### config.mk
export PLATFORM = sky130hd
export DESIGN_NAME = pipe_dff_chain
export DESIGN_NICKNAME = d
export VERILOG_FILES = /design/src/rtl/pipe_dff_chain_pkg.sv /design/src/rtl/pipe_dff_chain_stage.sv /design/src/rtl/pipe_dff_chain.sv
export SDC_FILE = /design/constraint.sdc
export NUM_CORES = 1
export LEC_CHECK = 0
export CORE_UTILIZATION = 58
export CTS_CLUSTER_DIAMETER = 30
export DETAILED_ROUTE_END_ITERATION = 7
export PLACE_DENSITY = 0.89
export REMOVE_ABC_BUFFERS = 1
export SLEW_MARGIN = 20
export SYNTH_ARGS = -nofsm -noshare
export SYNTH_HDL_FRONTEND = slang
export SYNTH_SLANG_ARGS = --single-unit
export TNS_END_PERCENT = 30
### constraint.sdc
create_clock -name clk -period 4.2 [get_ports clk]
set_input_delay 0.42 -clock clk [delete_from_list [all_inputs] [get_ports clk]]
set_output_delay 0.42 -clock clk [all_outputs]
set_load 0.05 [all_outputs]
### src/rtl/pipe_dff_chain_pkg.sv
// Shared ALU constants: multiplier product width and the default depth of the
// register chains placed inside the multiplier.
package pipe_dff_chain_pkg;

  localparam int PRODUCT_W  = 64;
  localparam int PIPE_DEPTH = 3;

endpackage

### src/rtl/pipe_dff_chain_stage.sv
// One valid/data slot of the register chain. An empty slot always accepts, so
// a stall only holds the slots that actually carry words.
module pipe_dff_stage
  import pipe_dff_chain_pkg::*;
#(
  parameter int                 WIDTH     = PRODUCT_W,
  parameter logic [WIDTH-1:0]   RESET_VAL = '0
) (
  input  logic             clk,
  input  logic             reset,
  input  logic             flush,
  input  logic             up_valid,
  input  logic [WIDTH-1:0] up_data,
  input  logic             down_ready,
  output logic             ready,
  output logic             valid,
  output logic             valid_next,
  output logic [WIDTH-1:0] q
);

  logic             valid_r;
  logic [WIDTH-1:0] data_r;

  assign ready = ~valid_r | down_ready;
  assign valid = valid_r;
  assign q     = data_r;

  always_comb begin
    valid_next = valid_r;
    if (flush) begin
      valid_next = 1'b0;
    end else if (ready) begin
      valid_next = up_valid;
    end
  end

  // Flush clears the valid bit only; the data register never loads during it.
  always_ff @(posedge clk) begin
    if (reset) begin
      valid_r <= 1'b0;
      data_r  <= RESET_VAL;
    end else begin
      valid_r <= valid_next;
      if (!flush && ready && up_valid) begin
        data_r <= up_data;
      end
    end
  end

endmodule

### src/rtl/pipe_dff_chain.sv
// DEPTH-stage register chain with valid/ready backpressure, bubble collapsing,
// synchronous flush and a registered occupancy count.
module pipe_dff_chain
  import pipe_dff_chain_pkg::*;
#(
  parameter int               WIDTH     = PRODUCT_W,
  parameter int               DEPTH     = PIPE_DEPTH,
  parameter logic [WIDTH-1:0] RESET_VAL = '0,
  localparam int              OCC_W     = $clog2(DEPTH + 1)
) (
  input  logic             clk,
  input  logic             reset,
  input  logic             in_valid,
  output logic             in_ready,
  input  logic [WIDTH-1:0] data,
  input  logic             flush,
  output logic             out_valid,
  input  logic             out_ready,
  output logic [WIDTH-1:0] q,
  output logic [OCC_W-1:0] occupancy
);

  if (DEPTH < 1) begin : g_bad_depth
    $error("pipe_dff_chain: DEPTH must be >= 1");
  end
  if (WIDTH < 1) begin : g_bad_width
    $error("pipe_dff_chain: WIDTH must be >= 1");
  end

  function automatic logic [OCC_W-1:0] popcount(input logic [DEPTH-1:0] vec);
    logic [OCC_W-1:0] cnt;
    cnt = '0;
    for (int i = 0; i < DEPTH; i++) begin
      cnt = cnt + OCC_W'(vec[i]);
    end
    return cnt;
  endfunction

  logic [DEPTH:0]   rdy;
  logic [DEPTH-1:0] up_v;
  logic [DEPTH-1:0] v;
  logic [DEPTH-1:0] v_next;
  logic [WIDTH-1:0] up_d [DEPTH];
  logic [WIDTH-1:0] d    [DEPTH];
  logic [OCC_W-1:0] occ_r;

  assign rdy[DEPTH] = out_ready;
  assign in_ready   = rdy[0] & ~flush;
  assign out_valid  = v[DEPTH-1];
  assign q          = d[DEPTH-1];
  assign occupancy  = occ_r;

  for (genvar i = 0; i < DEPTH; i++) begin : g_stage
    if (i == 0) begin : g_head
      assign up_v[i] = in_valid & ~flush;
      assign up_d[i] = data;
    end else begin : g_body
      assign up_v[i] = v[i-1];
      assign up_d[i] = d[i-1];
    end

    pipe_dff_stage #(
      .WIDTH     (WIDTH),
      .RESET_VAL (RESET_VAL)
    ) u_stage (
      .clk        (clk),
      .reset      (reset),
      .flush      (flush),
      .up_valid   (up_v[i]),
      .up_data    (up_d[i]),
      .down_ready (rdy[i+1]),
      .ready      (rdy[i]),
      .valid      (v[i]),
      .valid_next (v_next[i]),
      .q          (d[i])
    );
  end

  // Count the next-state valid bits so occupancy lands on the same edge as v.
  always_ff @(posedge clk) begin
    if (reset) begin
      occ_r <= '0;
    end else begin
      occ_r <= popcount(v_next);
    end
  end

endmodule

Cell area per tile:
(2 px per um) 12 x 12 tiles, from dark purple (low) to yellow (high), 0 to 100% covered.
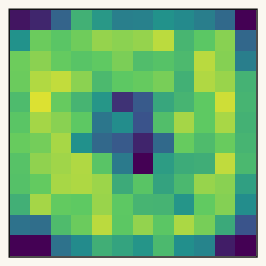
38% of the tiles are over 75% full. The mean over all tiles is 63%. The emptiest ninth of the die: centre.

==> Changelog: implementation <==
## Flow update

* I/O pin cnt at 137
* Worst hold-check path type: reg -> reg
* Power density cells at 377 mW/mm2
* Layout Area Growth over Synthesis at 15.3%
* DR vias at 5,821
* Synth area leader: dfxtp_1
* WP buf/inv at 2
* Maximum fanout along the worst path at 38
* CP delay by family, top: buffers and inverters
* Endpoints failing hold at 0
* Tot GR Track Use at 22.1%
* Die area at 0.0152 mm2
* Slowest-stage cell, CP: nor2b_4
* Yosys synthesis chip area at 0.00851 mm2
* EDFF count, synth at 0
* Vias in the first global route at 5,397
* Endpoint, Worst Hold: g_stage[2].u_stage.q[37]
* Seq pwr at 1.92 mW
* Final clock-cell share at 5.80%
* Max-slew violations at 0
* Maxcap violations at 0
* Final setup violation count at 0
* FP Util at 60.4%
* Layout net count at 964
* Max Fclk at 339 MHz
* Die height at 123 um
* Setup TNS at 0 ns
* Buffers, non-clock at 144
* Pleak at 3.57 nW
* DRT Pass-1 Iters at 5
* Logic pwr share at 6.5%
* Hold Crit Start: g_stage[1].u_stage.q[37]
* Setup CP Type: in -> out
* WP data arrival at 2.53 ns
* Combinational gate power at 239 uW
* Top logic family: simple AND/OR/NAND/NOR gates
* Xor and xnor area share after synthesis at 0%
* Clk pwr at 1.55 mW
* Ao+oa area frac at 8.16%
* WHS Path Cells at 2
* Inverter count at 2
* H-tree levels at 4
* Combinational gates at 532
* Via/cell ratio at 5.36
* Core Region at 0.0141 mm2
* Clk ins delay skew pair at 0.43 ns
* Clock root cell: clkbuf_16
* Worst slew margin at 28.4%
* Min Hold Slack at 0.463 ns
* Clk slew on worst S/H paths at 0.06 ns
* # Taps at 180
* Critical Path Start Type: input pin
* Largest net degree at the start of global routing at 179
* I/O Buffers at 136
* GR met2 Demand/Resource at 35.2%
* P_int at 2.91 mW
* Sw Ratio at 21.4%
* R2R Path Start: g_stage[2].u_stage.valid
* Critical Path Start: out_ready
* Flops at 197
* Die width at 123 um
* WL met1 at 7640 um
* Outcome: complete, no violations
* Ys async rst share at 0%
* Site Rows at 43
* Yosys simple share at 18.8%
* Dominant flop cell: dfxtp_1
* Busiest grt layer: met2
* Fill cell count at 1,082
* Mux share at 15.0%
* Fin crit share at 70.2%
* Post-CTS setup buffers at 0
* Kind of end point of the critical path: output pin
* Worst setup path end: in_ready
* Syn Std Cell Area at 0.00851 mm2
* Highest Signal Layer: met4
* Area-dominant class: registers
* Worst R2R Setup Slack at 1.72 ns
* RSZ-0062 raised after global routing: false
* Adder-cell share of the synthesized area at 0.235%
* Clkbuf count at 26
Sequential cells grouped by signal name:
(3 px per um) Other cells in grey.
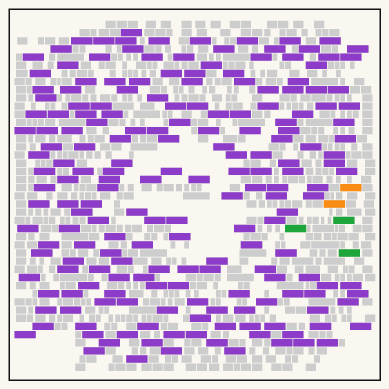
g_stage.u_stage.valid: marked green, sequential cells 3. g_stage.u_stage.q: marked purple, sequential cells 192, where widely spread. occupancy: marked orange, sequential cells 2.

Power and IR drop assume default switching activity.
